==> src/rtl/axi4_lite_Defs.sv <==
// -----------------------------------------------------------------------------
// axi4_lite_Defs
// Shared AXI4-Lite definitions: response codes, the slave-side phase enum,
// the command-master FSM state enum, the command record and small helpers.
// -----------------------------------------------------------------------------
package axi4_lite_Defs;

  // Default bus widths; the command master uses these as parameter defaults.
  localparam int AXI_ADDR_WIDTH = 32;
  localparam int AXI_DATA_WIDTH = 32;
  localparam int AXI_STRB_WIDTH = AXI_DATA_WIDTH / 8;

  localparam logic [1:0] RESP_OKAY   = 2'b00;
  localparam logic [1:0] RESP_EXOKAY = 2'b01;
  localparam logic [1:0] RESP_SLVERR = 2'b10;
  localparam logic [1:0] RESP_DECERR = 2'b11;

  // Slave-side transfer phases.
  typedef enum logic [1:0] {
    IDLE,
    ADDR,
    DATA,
    RESP
  } axi_phase_t;

  // Command-master FSM states; the M_ prefix keeps them apart from axi_phase_t.
  typedef enum logic [2:0] {
    M_IDLE,
    M_WR,
    M_WR_RESP,
    M_RD_ADDR,
    M_RD_DATA,
    M_RESP
  } mstate_t;

  // One queued command at the default bus widths.
  typedef struct packed {
    logic                      write;
    logic [AXI_ADDR_WIDTH-1:0] addr;
    logic [AXI_DATA_WIDTH-1:0] wdata;
    logic [AXI_STRB_WIDTH-1:0] wstrb;
  } cmd_t;

  // SLVERR and DECERR both have bit 1 set; OKAY and EXOKAY do not.
  function automatic logic resp_is_err(input logic [1:0] resp);
    return resp[1];
  endfunction

  // 16-bit counter step that sticks at all-ones.
  function automatic logic [15:0] sat_inc16(input logic [15:0] value);
    return (value == 16'hFFFF) ? value : value + 16'd1;
  endfunction

endpackage

==> src/rtl/axi4_lite_cmd_fifo.sv <==
// -----------------------------------------------------------------------------
// axi4_lite_cmd_fifo
// Synchronous FIFO, registered count, no bypass path (rdata always shows the
// stored head entry).
//   clk, rst_n : clock, asynchronous active-low reset
//   push/wdata : write one entry when not full
//   pop/rdata  : drop the head entry when not empty; rdata is the head
//   full/empty : derived from the registered count
//   count      : number of stored entries (0..DEPTH)
// DEPTH must be a power of two and at least 2 so the pointers wrap naturally.
// -----------------------------------------------------------------------------
module axi4_lite_cmd_fifo #(
  parameter  int WIDTH = 8,
  parameter  int DEPTH = 4,
  localparam int PTR_W = $clog2(DEPTH)
) (
  input  logic             clk,
  input  logic             rst_n,
  input  logic             push,
  input  logic [WIDTH-1:0] wdata,
  input  logic             pop,
  output logic [WIDTH-1:0] rdata,
  output logic             full,
  output logic             empty,
  output logic [PTR_W:0]   count
);

  logic [WIDTH-1:0] mem [DEPTH];
  logic [PTR_W-1:0] wr_ptr;
  logic [PTR_W-1:0] rd_ptr;
  logic             do_push;
  logic             do_pop;

  assign full    = (count == (PTR_W + 1)'(DEPTH));
  assign empty   = (count == '0);
  assign do_push = push && !full;
  assign do_pop  = pop && !empty;
  assign rdata   = mem[rd_ptr];

  // NOTE: sequential state is written with non-blocking assignments so every
  // register samples its inputs from before the edge, regardless of order.
  always_ff @(posedge clk or negedge rst_n) begin
    if (!rst_n) begin
      wr_ptr <= '0;
      rd_ptr <= '0;
      count  <= '0;
    end else begin
      if (do_push) wr_ptr <= wr_ptr + 1'b1;
      if (do_pop)  rd_ptr <= rd_ptr + 1'b1;
      case ({do_push, do_pop})
        2'b10:   count <= count + 1'b1;
        2'b01:   count <= count - 1'b1;
        default: count <= count;
      endcase
    end
  end

  // NOTE: storage has no reset; emptiness is tracked by count, and leaving the
  // array unreset lets it map onto plain flops or RAM without reset muxes.
  always_ff @(posedge clk) begin
    if (do_push) mem[wr_ptr] <= wdata;
  end

endmodule

==> src/rtl/axi4_lite_cmd_master.sv <==
// -----------------------------------------------------------------------------
// axi4_lite_cmd_master
// AXI4-Lite master driven by a local command queue. Commands are accepted on
// cmd_* into a FIFO, executed strictly one at a time in order, and each result
// is returned on rsp_*.
//   ACLK, ARESETN        : clock, asynchronous active-low reset (shared with
//                          the slave)
//   cmd_valid/cmd_ready  : command handshake; cmd_ready = FIFO not full
//   cmd_write/addr/wdata/wstrb : command fields (wstrb passed unchanged, 0 ok)
//   rsp_valid/rsp_ready  : result handshake, held until consumed
//   rsp_write/rdata/resp : result fields (rdata is 0 for writes)
//   busy                 : FSM active or commands queued
//   AW*/W*/B*/AR*/R*     : AXI4-Lite master channels
// Optional: define AXI4_LITE_MASTER_STATS_EN to add saturating 16-bit
// stat_wr_cnt / stat_rd_cnt / stat_err_cnt outputs.
// All outputs are registered except cmd_ready.
// -----------------------------------------------------------------------------
module axi4_lite_cmd_master
  import axi4_lite_Defs::*;
#(
  parameter int ADDR_WIDTH = AXI_ADDR_WIDTH,
  parameter int DATA_WIDTH = AXI_DATA_WIDTH,
  parameter int CMD_DEPTH  = 4
) (
  input  logic                      ACLK,
  input  logic                      ARESETN,
  // command port
  input  logic                      cmd_valid,
  output logic                      cmd_ready,
  input  logic                      cmd_write,
  input  logic [ADDR_WIDTH-1:0]     cmd_addr,
  input  logic [DATA_WIDTH-1:0]     cmd_wdata,
  input  logic [DATA_WIDTH/8-1:0]   cmd_wstrb,
  // response port
  output logic                      rsp_valid,
  input  logic                      rsp_ready,
  output logic                      rsp_write,
  output logic [DATA_WIDTH-1:0]     rsp_rdata,
  output logic [1:0]                rsp_resp,
  output logic                      busy,
`ifdef AXI4_LITE_MASTER_STATS_EN
  output logic [15:0]               stat_wr_cnt,
  output logic [15:0]               stat_rd_cnt,
  output logic [15:0]               stat_err_cnt,
`endif
  // write address / data / response
  output logic [ADDR_WIDTH-1:0]     AWADDR,
  output logic                      AWVALID,
  input  logic                      AWREADY,
  output logic [DATA_WIDTH-1:0]     WDATA,
  output logic [DATA_WIDTH/8-1:0]   WSTRB,
  output logic                      WVALID,
  input  logic                      WREADY,
  input  logic [1:0]                BRESP,
  input  logic                      BVALID,
  output logic                      BREADY,
  // read address / data
  output logic [ADDR_WIDTH-1:0]     ARADDR,
  output logic                      ARVALID,
  input  logic                      ARREADY,
  input  logic [DATA_WIDTH-1:0]     RDATA,
  input  logic [1:0]                RRESP,
  input  logic                      RVALID,
  output logic                      RREADY
);

  localparam int STRB_W = DATA_WIDTH / 8;
  localparam int CMD_W  = 1 + ADDR_WIDTH + DATA_WIDTH + STRB_W;
  localparam int CNT_W  = $clog2(CMD_DEPTH) + 1;

  mstate_t state;

  logic [CMD_W-1:0]      fifo_wdata;
  logic [CMD_W-1:0]      fifo_rdata;
  logic                  fifo_full;
  logic                  fifo_empty;
  logic [CNT_W-1:0]      fifo_count;
  logic [CNT_W-1:0]      count_next;

  logic                  head_write;
  logic [ADDR_WIDTH-1:0] head_addr;
  logic [DATA_WIDTH-1:0] head_wdata;
  logic [STRB_W-1:0]     head_wstrb;

  logic                  push_fire;
  logic                  pop_fire;
  logic                  to_idle;
  logic                  b_fire;
  logic                  r_fire;

  // Command record packed in the same field order as cmd_t.
  assign fifo_wdata = {cmd_write, cmd_addr, cmd_wdata, cmd_wstrb};
  assign {head_write, head_addr, head_wdata, head_wstrb} = fifo_rdata;

  assign cmd_ready = !fifo_full;
  assign push_fire = cmd_valid && !fifo_full;
  // Popping only from M_IDLE against a registered empty flag means a freshly
  // pushed command is issued no earlier than the edge after it was accepted.
  assign pop_fire  = (state == M_IDLE) && !fifo_empty;
  assign b_fire    = (state == M_WR_RESP) && BVALID && BREADY;
  assign r_fire    = (state == M_RD_DATA) && RVALID && RREADY;

  // FSM lands in M_IDLE on this edge: idle with nothing to pop, or result taken.
  assign to_idle = ((state == M_IDLE) && fifo_empty) ||
                   ((state == M_RESP) && rsp_ready);

  // NOTE: every variable assigned in always_comb gets a default first, so no
  // path leaves it unassigned and no latch is inferred.
  always_comb begin
    count_next = fifo_count;
    if (push_fire && !pop_fire)      count_next = fifo_count + 1'b1;
    else if (pop_fire && !push_fire) count_next = fifo_count - 1'b1;
  end

  axi4_lite_cmd_fifo #(
    .WIDTH (CMD_W),
    .DEPTH (CMD_DEPTH)
  ) u_fifo (
    .clk   (ACLK),
    .rst_n (ARESETN),
    .push  (push_fire),
    .wdata (fifo_wdata),
    .pop   (pop_fire),
    .rdata (fifo_rdata),
    .full  (fifo_full),
    .empty (fifo_empty),
    .count (fifo_count)
  );

  always_ff @(posedge ACLK or negedge ARESETN) begin
    if (!ARESETN) begin
      state     <= M_IDLE;
      AWADDR    <= '0;
      AWVALID   <= 1'b0;
      WDATA     <= '0;
      WSTRB     <= '0;
      WVALID    <= 1'b0;
      BREADY    <= 1'b0;
      ARADDR    <= '0;
      ARVALID   <= 1'b0;
      RREADY    <= 1'b0;
      rsp_valid <= 1'b0;
      rsp_write <= 1'b0;
      rsp_rdata <= '0;
      rsp_resp  <= RESP_OKAY;
      busy      <= 1'b0;
    end else begin
      // busy mirrors the post-edge FSM state and FIFO occupancy.
      busy <= !(to_idle && (count_next == '0));

      case (state)
        M_IDLE: begin
          if (pop_fire) begin
            if (head_write) begin
              AWADDR  <= head_addr;
              WDATA   <= head_wdata;
              WSTRB   <= head_wstrb;
              AWVALID <= 1'b1;
              WVALID  <= 1'b1;
              state   <= M_WR;
            end else begin
              ARADDR  <= head_addr;
              ARVALID <= 1'b1;
              state   <= M_RD_ADDR;
            end
          end
        end

        M_WR: begin
          // AW and W retire independently; a channel already retired counts
          // as done, so either order (or the same edge) reaches M_WR_RESP.
          if (AWVALID && AWREADY) AWVALID <= 1'b0;
          if (WVALID && WREADY)   WVALID  <= 1'b0;
          if ((!AWVALID || AWREADY) && (!WVALID || WREADY)) begin
            BREADY <= 1'b1;
            state  <= M_WR_RESP;
          end
        end

        M_WR_RESP: begin
          if (b_fire) begin
            BREADY    <= 1'b0;
            rsp_resp  <= BRESP;
            rsp_write <= 1'b1;
            rsp_rdata <= '0;
            rsp_valid <= 1'b1;
            state     <= M_RESP;
          end
        end

        M_RD_ADDR: begin
          if (ARREADY) begin
            ARVALID <= 1'b0;
            RREADY  <= 1'b1;
            state   <= M_RD_DATA;
          end
        end

        M_RD_DATA: begin
          // Data is kept even on an error response.
          if (r_fire) begin
            RREADY    <= 1'b0;
            rsp_rdata <= RDATA;
            rsp_resp  <= RRESP;
            rsp_write <= 1'b0;
            rsp_valid <= 1'b1;
            state     <= M_RESP;
          end
        end

        M_RESP: begin
          if (rsp_ready) begin
            rsp_valid <= 1'b0;
            state     <= M_IDLE;
          end
        end

        default: state <= M_IDLE;
      endcase
    end
  end

`ifdef AXI4_LITE_MASTER_STATS_EN
  logic err_fire;

  assign err_fire = (b_fire && resp_is_err(BRESP)) ||
                    (r_fire && resp_is_err(RRESP));

  always_ff @(posedge ACLK or negedge ARESETN) begin
    if (!ARESETN) begin
      stat_wr_cnt  <= '0;
      stat_rd_cnt  <= '0;
      stat_err_cnt <= '0;
    end else begin
      if (b_fire)   stat_wr_cnt  <= sat_inc16(stat_wr_cnt);
      if (r_fire)   stat_rd_cnt  <= sat_inc16(stat_rd_cnt);
      if (err_fire) stat_err_cnt <= sat_inc16(stat_err_cnt);
    end
  end
`endif

endmodule

==> config.mk <==
export PLATFORM = sky130hd
export DESIGN_NAME = axi4_lite_cmd_master
export DESIGN_NICKNAME = d
export VERILOG_FILES = /design/src/rtl/axi4_lite_Defs.sv /design/src/rtl/axi4_lite_cmd_fifo.sv /design/src/rtl/axi4_lite_cmd_master.sv
export SDC_FILE = /design/constraint.sdc
export NUM_CORES = 1
export LEC_CHECK = 0
export CORE_ASPECT_RATIO = 1.75
export CORE_MARGIN = 3
export CORE_UTILIZATION = 45
export CTS_BUF_LIST = sky130_fd_sc_hd__clkbuf_4
export DETAILED_ROUTE_END_ITERATION = 8
export DONT_BUFFER_PORTS = 1
export PLACE_DENSITY = 0.58
export SLEW_MARGIN = 20
export SYNTH_ARGS = -nofsm -noshare
export SYNTH_HDL_FRONTEND = slang
export SYNTH_SLANG_ARGS = --single-unit
==> constraint.sdc <==
create_clock -name ACLK -period 4 [get_ports ACLK]
set_clock_uncertainty 0.15 [all_clocks]
set_input_delay 0.4 -clock ACLK [delete_from_list [all_inputs] [get_ports ACLK]]
set_output_delay 0.4 -clock ACLK [all_outputs]
set_load 0.005 [all_outputs]
==> flow_metrics.py, run 1 <==
# Synthesis and PnR figures
metrics = {
    "final_timing": {
        "fin_tns_setup_ps": 0,
        "slew_viol_final": 0,
        "setup_viol": 0,
        "tightest_slew_ps": 1080,
        "maxSlewHeadroom_pct": 28.0,
        "rsz0062_at_grt": "false",
    },
    "clocking": {
        "htreeDepth": 3,
        "cts_tree": "done",
        "cts_buffer_depth": 3,
    },
    "worst_setup_path": {
        "critical_path.endpoint_type": "flip-flop",
        "crit_buf_inv": 1,
        "slowest_delay_ps": 770,
        "crit_required_ps": 4490,
        "slowest_stage": "dfrtp_4",
    },
    "synth": {
        "xor_share_pct": 0.434,
        "avgSynthCellArea_sq_um": 19.1,
        "synthDistinctLibCells": 47,
        "edf_count": 276,
        "synth_flops": 428,
        "ys_seq_share_pct": 74.9,
        "muxShareOfSynthArea_pct": 17.0,
        "yosysChipArea_sq_um": 16100,
    },
    "die": {
        "die_width_microns": 149,
    },
    "route": {
        "vias_per_cell": 5.31,
        "ant_nets": 0,
        "drt_iter0_drc": 404,
    },
    "power_and_ir_drop": {
        "p_per_area_nw_per_um2": 757,
        "vdd.ir_drop.worst_uv": 394,
        "power_leakage_nw": 7.01,
    },
    "final_layout": {
        "num-nets-final": 1148,
    },
    "placed_design": {
        "detailed_place_hpwl_microns": 21300,
        "portBuffers": 0,
    },
    "run_status": {
        "status": "finished clean",
    },
    "hold_path": {
        "hp-class": "in2reg",
    },
    "run": {
        "max_cap_viol_count": 0,
        "warnings": 33,
    },
    "global_route": {
        "grt_pass1_vias": 9499,
        "grt_max_degree": 153,
    },
}
run 1: Yosys cell counts (2+ instances only):
cell      number  area (sq um)
clkbuf_1      27           101
buf_2         15          75.1
edfxtp_1     276          8290
dfrtp_1      152          3800
xnor2_1        5          43.8
nor3b_1        2          15.0
o211ai_1       2          15.0
a21oi_1        6          30.0
inv_1          9          33.8
nor2b_1        5          31.3
o21ai_1        2          10.0
nor3_1         2          10.0
nor2_1         4          15.0
mux4_2        69          1550
buf_6          3          33.8
ha_1           8           100
mux2_2        96          1080
nand2_1       49           184
o21ai_0       68           340
and3_1         5          31.3
xor2_1         3          26.3
nand3_1        3          15.0
mux2_1         9           101
run 1: registers in the layout, indices dropped and copies added, names as in the netlist, 2 cells and up:
| name | count |
|---|---|
| AWADDR | 32 |
| WDATA | 32 |
| rsp_rdata | 32 |
| WSTRB | 4 |
| rsp_resp | 2 |
| u_fifo.mem | 276 |
| u_fifo.count | 3 |
| u_fifo.rd_ptr | 2 |
| u_fifo.wr_ptr | 2 |
| ARADDR | 32 |
| state | 3 |
run 1: final timing paths:
path / startpoint / endpoint / slack (ps) / cells after the start
min in group asynchronous: ARESETN / AWADDR[19] / 140 / 2
worst max-delay path: u_fifo.rd_ptr[0] / WDATA[11] / 1010 / 4
worst min register to register: ARADDR[26] / ARADDR[26] / 380 / 1
max in group asynchronous: ARESETN / u_fifo.rd_ptr[0] / 2860 / 2
worst min-delay path: cmd_valid / u_fifo.mem[3][47] / 60 / 1
worst max register to register: u_fifo.rd_ptr[0] / WDATA[11] / 1010 / 4
run 1: report_power, final:
part / internal (mW) / total (mW) / switching, mW
Combinational: 1.96 / 3.96 / 2.00
Clock: 1.88 / 3.52 / 1.64
Sequential: 6.15 / 7.08 / 0.932
Total: 9.98 / 14.6 / 4.57
run 1: routing by layer:
| metal | global-route usage [%] | routed length (microns) | vias up |
|---|---|---|---|
| li1 | - | - | 3713 |
| met4 | 8.37 | 839 | 2 |
| met3 | 6.08 | 2750 | 58 |
| met2 | 33.4 | 19200 | 310 |
| met5 | 0 | 15 | - |
| met1 | 18.3 | 11500 | 4308 |
run 1: through the flow:
step / util [%] / worst slack, ps / cells / hold WS (ps) / power (mW)
floorplan: - / 910 / 844 / -45.6 / 9.83
global placement: 47.1 / 1030 / 1272 / -36.4 / 10.8
detailed placement: 47.4 / 949 / 1277 / -36.9 / 11.1
CTS: 54.5 / 940 / 1575 / 11.5 / 14.8
global route: 54.5 / 849 / 1580 / 17.3 / 15.5
finish: 54.5 / 1010 / 1580 / 60.7 / 14.6
run 1: cell type report:
class | instances | area (sq um)
antenna | 5 | 12.5
inverter | 9 | 33.8
fill | 2794 | 16100
sequential | 428 | 12100
tap | 465 | 582
clock inverter | 37 | 230
clock buffer | 146 | 1100
timing repair buffer | 129 | 1340
multi-input combinational | 361 | 3840
run 1: timing repair:
action,CTS,global route
setup buffers,0,0
hold buffers,115,0
setup endpoints to repair,0,0
gates resized,0,0
endpoints found under the hold margin,503,0
run 1: worst reg2reg max path, delay by kind of cell, from the launching register on:
kind	cells	cell delay [ps]
muxes	2	1060
and+or+nand+nor	1	420
buffers and inverters	1	460
DFF	1	770
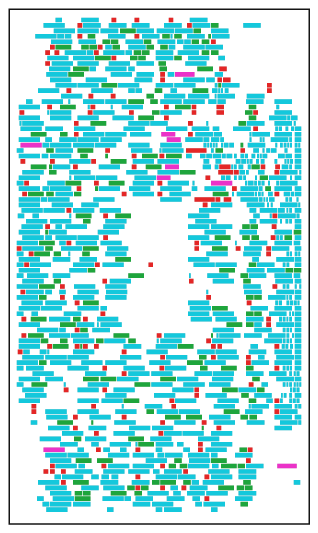
(run_1/drive_strength.png)
(2 px per micron)
[drive 1 or less] cyan | cells: 757
[drive 2] green | cells: 179
[drive 6 and up] magenta | cells: 9
[drive 3 to 4] red | cells: 165
design area: 19,200 sq um
Non-clk bufs: 129

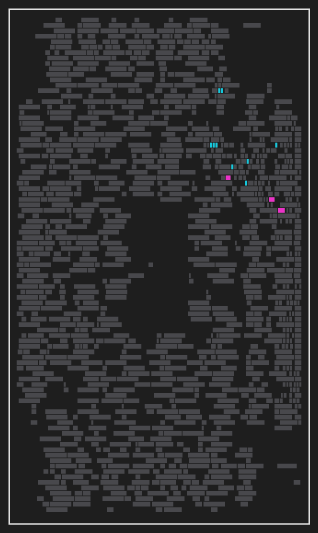
(run_1/gate_families.png)
(2 px per micron)
[AND-OR and OR-AND gates] magenta | cells: 3
[inverters] cyan | cells: 9
logic share of the area: 20.0%
Final Non-Filler Cells: 1,580

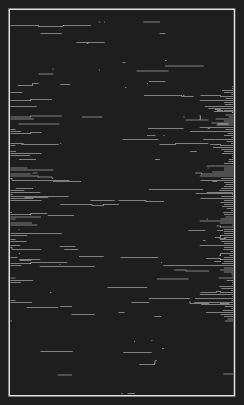
(run_1/met3.png)
(1.5 px per micron)
main direction: horizontal
wire length on this layer: 2,750 microns
drt total wl: 34,200 microns
via count: 8,391
grt met3 use: 6.08%

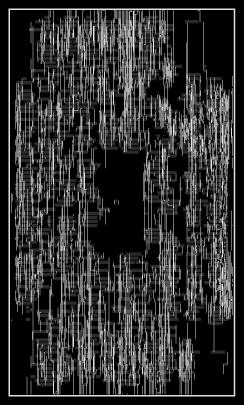
(run_1/met2.png)
(1.5 px per micron)
nets with wire on the layer: 1,068
wire length on this layer: 19,200 microns
share of all routed wire: 56%
main direction: vertical
longest straight run: 95.2 microns

==> run 2: changes to the inputs <==
PLACE_DENSITY = 0.6   (was 0.58)
clock period = 2.5 ns   (was 4 ns; I/O delays follow)
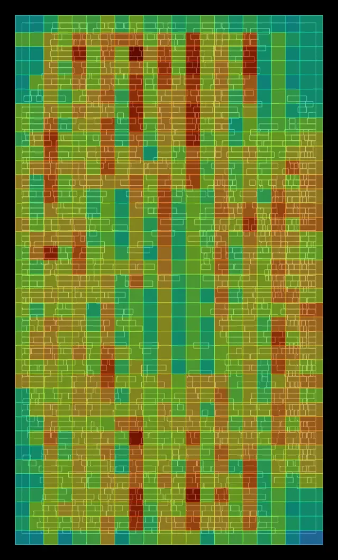
(run_2/final_congestion.png)
grt peak-use layer: met2
grt met3 use: 6.22%
grt met2 use: 34.6%
GR Util All Layers: 19.0%

==> flow_metrics.py, run 2 <==
# Synthesis and PnR figures
metrics = {
    "run_status": {
        "status": "finished, violations left",
        "violations": "hold timing",
    },
    "placed_design": {
        "detailed_place_hpwl_microns": 21000,
        "portBuffers": 0,
    },
    "hold_path": {
        "hp-class": "in2async",
    },
    "synth": {
        "top_cell": "edfxtp_1",
        "synth_top_area_share_pct": 51.3,
        "yosysTopAreaCell": "edfxtp_1",
        "synth_flops": 428,
        "edf_count": 276,
        "synthDistinctLibCells": 47,
        "ys_seq_share_pct": 74.9,
    },
    "final_timing": {
        "fin_ws_ps": 41.4,
        "fin_hold_ws_ps": -977,
        "maxSlewHeadroom_pct": 48.3,
        "rsz0062_at_grt": "false",
        "slew_viol_final": 0,
        "finalHoldViolCount": 152,
    },
    "run": {
        "warnings": 36,
        "max_cap_viol_count": 0,
    },
    "route": {
        "vias_per_cell": 5.26,
        "drt_iter0_drc": 361,
        "wirelength_microns": 35800,
        "ant_nets": 0,
    },
    "die": {
        "die_width_microns": 149,
    },
    "clocking": {
        "postCtsHoldBufs": 202,
        "htreeDepth": 3,
        "cts_buffer_depth": 3,
        "cts_tree": "done",
    },
    "final_layout": {
        "top_register": "u_fifo.mem",
    },
    "worst_setup_path": {
        "crit_required_ps": 2980,
        "critical_path.endpoint_type": "flip-flop",
    },
    "power_and_ir_drop": {
        "p_per_area_nw_per_um2": 1170,
        "vdd.ir_drop.worst_uv": 594,
        "power_leakage_nw": 7.36,
    },
    "global_route": {
        "grt_max_degree": 153,
    },
}
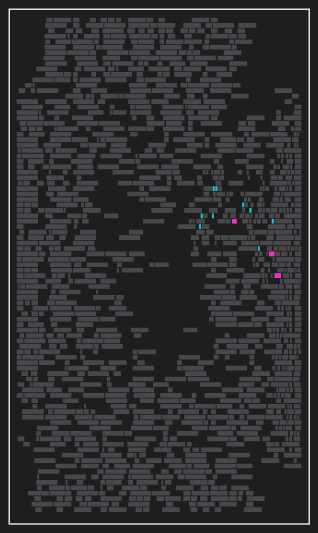
(run_2/gate_families.png)
(2 px per micron)
[inverters] cyan | cells: 9
[AND-OR and OR-AND gates] magenta | cells: 3
logic share of the area: 19.0%
Final Non-Filler Cells: 1,675
most used logic cell in the final layout: edfxtp_1

## run 2: netlist changes by cell type in the layout (fill, tap and decap cells not counted), sizes merged
cell,change
clkinv,+6
dlygate4sd3,+88
buf,+13
bufinv,-1
inv,-2
clkbuf,-8
diode,-1
## run 2: metal layers
layer | vias up | GRT usage, % | wire length, microns
li1 | 3911 | - | -
met1 | 4524 | 20.3 | 12500
met2 | 317 | 34.6 | 19800
met3 | 57 | 6.22 | 2730
met4 | 0 | 7.10 | 790
met5 | - | 0 | 0
## run 2: timing repair
item / CTS / global route
endpoints found under the hold margin: 754 / 152
setup buffers: 0 / 0
gates resized: 0 / 5
endpoints found under the setup margin: 0 / 22
## run 2: cell families after synthesis
kind of cell / share of synthesized area (%)
AOI/OAI and AO/OA: 3.05
xor gates and xnor gates: 0.434
adders and majority gates: 0.620
buffers and inverters: 1.53
DFF: 74.9
muxes: 17.0
and+or+nand+nor: 2.47
## run 2: final timing paths
check	startpoint	end	slack (ps)	depth (start not counted)
max	state[0]	rsp_resp[1]	40	5
min	ARESETN	rsp_rdata[1]	-980	0
max reg2reg	state[0]	rsp_resp[1]	40	5
min reg2reg	WDATA[7]	WDATA[7]	370	1
max in group asynchronous	ARESETN	WDATA[15]	2850	0
min in group ACLK	cmd_addr[18]	u_fifo.mem[0][54]	70	1
## run 2: area by class of cell
class	instances	area, sq um
fill	2721	15000
sequential	428	12100
multi-input combinational	361	3850
timing repair buffer	230	2440
clock buffer	138	1040
tap	465	582
clock inverter	40	221
inverter	9	33.8
antenna	4	10.0
## run 2: critical path, delay by kind of cell, from the launching register on
family,cells,cell delay (ps)
flip-flops,1,500
buffers and inverters,2,770
AND/OR/NAND/NOR,1,310
multiplexers,2,600
## run 2: stage by stage
stage                     instance area (sq um)  power [mW]  cells
after floorplan                           16200        15.7    844
after global placement                    17000        17.9   1291
after detailed placement                  17000        18.1   1291
after CTS                                 20200        24.0   1671
after global routing                      20300        25.1   1674
final                                     20300        23.6   1675
## run 2: where the power goes
| part | switching (mW) | internal (mW) |
|---|---|---|
| sequential | 1.43 | 9.83 |
| clock | 2.64 | 2.77 |
| combinational | 3.38 | 3.58 |
==> run 3: changes to the inputs <==
CORE_ASPECT_RATIO = 1.1   (was 1.75)
CORE_UTILIZATION = 55   (was 45)
PLACE_DENSITY = 0.71   (was 0.6)
RECOVER_POWER = 50   (was unset)
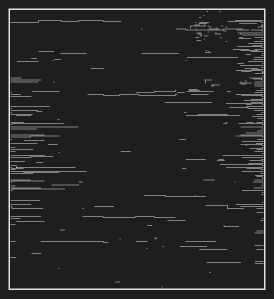
(run_3/met3.png)
(1.5 px per micron)
share of all routed wire: 8.2%
wire length on this layer: 2,660 microns
nets with wire on the layer: 198
drt total wl: 32,300 microns
grt met3 use: 7.26%
via count: 8,535

==> flow_metrics.py, run 3 <==
# Synthesis and PnR figures
metrics = {
    "run_status": {
        "status": "finished, violations left",
        "violations": "hold timing",
    },
    "global_route": {
        "grtUsageMet1_pct": 23.1,
        "grt_pass1_vias": 9327,
        "busiest_layer": "met2",
    },
    "final_timing": {
        "rsz0062_at_grt": "false",
        "fin_tns_setup_ps": 0,
        "maxSlewHeadroom_pct": 59.0,
        "tightest_slew_ps": 616,
        "slew_viol_final": 0,
        "fin_hold_ws_ps": -911,
        "finalHoldViolCount": 152,
    },
    "route": {
        "vias_per_cell": 5.72,
        "ant_nets": 0,
        "drt_iter0_drc": 416,
    },
    "synth": {
        "yosysChipArea_sq_um": 16100,
        "yosysTopAreaCell": "edfxtp_1",
        "ys_seq_share_pct": 74.9,
        "synthDistinctLibCells": 47,
        "top_cell": "edfxtp_1",
        "avgSynthCellArea_sq_um": 19.1,
        "top_cells_by_count": "edfxtp_1 (276), dfrtp_1 (152), mux2_2 (96), mux4_2 (69), o21ai_0 (68)",
        "ys_top_cells_by_area": "edfxtp_1 (51%), dfrtp_1 (24%), mux4_2 (9.6%), mux2_2 (6.7%), o21ai_0 (2.1%)",
        "synth_flops": 428,
        "synth_top_area_share_pct": 51.3,
    },
    "final_layout": {
        "post-route-util_pct": 66.9,
        "final_common_cell": "edfxtp_1",
        "comb_area_sq_um": 3860,
        "largest_reg_flops": 276,
        "fillers": 1903,
        "top_register": "u_fifo.mem",
    },
    "placed_design": {
        "portBuffers": 0,
        "placedCellCount": 1184,
    },
    "die": {
        "die_width_microns": 169,
    },
    "worst_setup_path": {
        "slowest_stage": "dfrtp_1",
        "crit_buf_inv": 1,
        "crit_family": "simple AND/OR/NAND/NOR gates",
        "crit_required_ps": 2930,
        "critical_path.endpoint_type": "flip-flop",
    },
    "clocking": {
        "postCtsHoldBufs": 116,
        "htreeDepth": 3,
        "cts_buffer_depth": 3,
        "cts_tree": "done",
    },
    "power_and_ir_drop": {
        "vdd.ir_drop.worst_uv": 595,
        "p_per_area_nw_per_um2": 1210,
    },
}
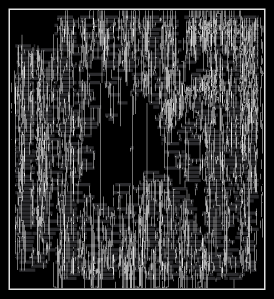
(run_3/met2.png)
(1.5 px per micron)
main direction: vertical
longest straight run: 88.4 microns
wire length on this layer: 17,200 microns
nets with wire on the layer: 1,080
share of all routed wire: 53%
grt met2 use: 36.5%

-- run 3: kinds of logic after synthesis --
family | synth area share [%]
AND/OR/NAND/NOR | 2.47
XOR/XNOR | 0.434
multiplexers | 17.0
buffers and inverters | 1.53
flip-flops | 74.9
adder cells (fa/ha/maj) | 0.620
AND-OR/OR-AND | 3.05
-- run 3: path summary, 6_finish.rpt --
| kind | from | cells past startpoint | slack, ps | endpoint |
|---|---|---|---|---|
| worst min register to register | WDATA[7] | 1 | 380 | WDATA[7] |
| worst min-delay path | ARESETN | 0 | -910 | AWADDR[23] |
| max in group asynchronous | ARESETN | 0 | 2890 | state[2] |
| worst max-delay path | u_fifo.count[0] | 8 | 120 | u_fifo.count[2] |
| min in group ACLK | cmd_addr[13] | 1 | 90 | u_fifo.mem[3][49] |
| worst max register to register | u_fifo.count[0] | 8 | 120 | u_fifo.count[2] |
-- run 3: power by group --
| part | switching [mW] | internal, mW | leakage [nW] |
|---|---|---|---|
| Combinational | 3.26 | 3.29 | 1.88 |
| Sequential | 1.36 | 9.84 | 4.38 |
| Clock | 2.61 | 3.00 | 0.810 |
-- run 3: stage by stage --
| step | power [mW] | setup WS (ps) | instance area, sq um |
|---|---|---|---|
| floorplan | 15.7 | 178 | 16200 |
| global placement | 17.2 | 275 | 16700 |
| detailed placement | 17.7 | 149 | 16700 |
| CTS | 23.5 | 106 | 19200 |
| global route | 24.7 | 23.5 | 19300 |
| finish | 23.4 | 122 | 19300 |
-- run 3: cell type report --
class                   count  share of cell area, %
clock buffers             152                   5.92
inverters                   9                  0.175
well taps                 368                   2.39
multi-input cells         361                   20.0
diodes                      4                 0.0519
clock inverters            36                   1.03
repair buffers            134                   7.59
flip-flops and latches    428                   62.8
-- run 3: repair_timing --
item	in CTS	in global routing
endpoints found under the setup margin	0	31
resized	0	5
setup buffers	0	0
endpoints found under the hold margin	753	152
-- run 3: per-layer routing --
layer	vias to the layer above	wire length [microns]
met3	72	2660
met1	4361	11700
met5	-	0
met4	0	647
li1	3747	-
met2	355	17200
Power is estimated from default activity; no workload was simulated.
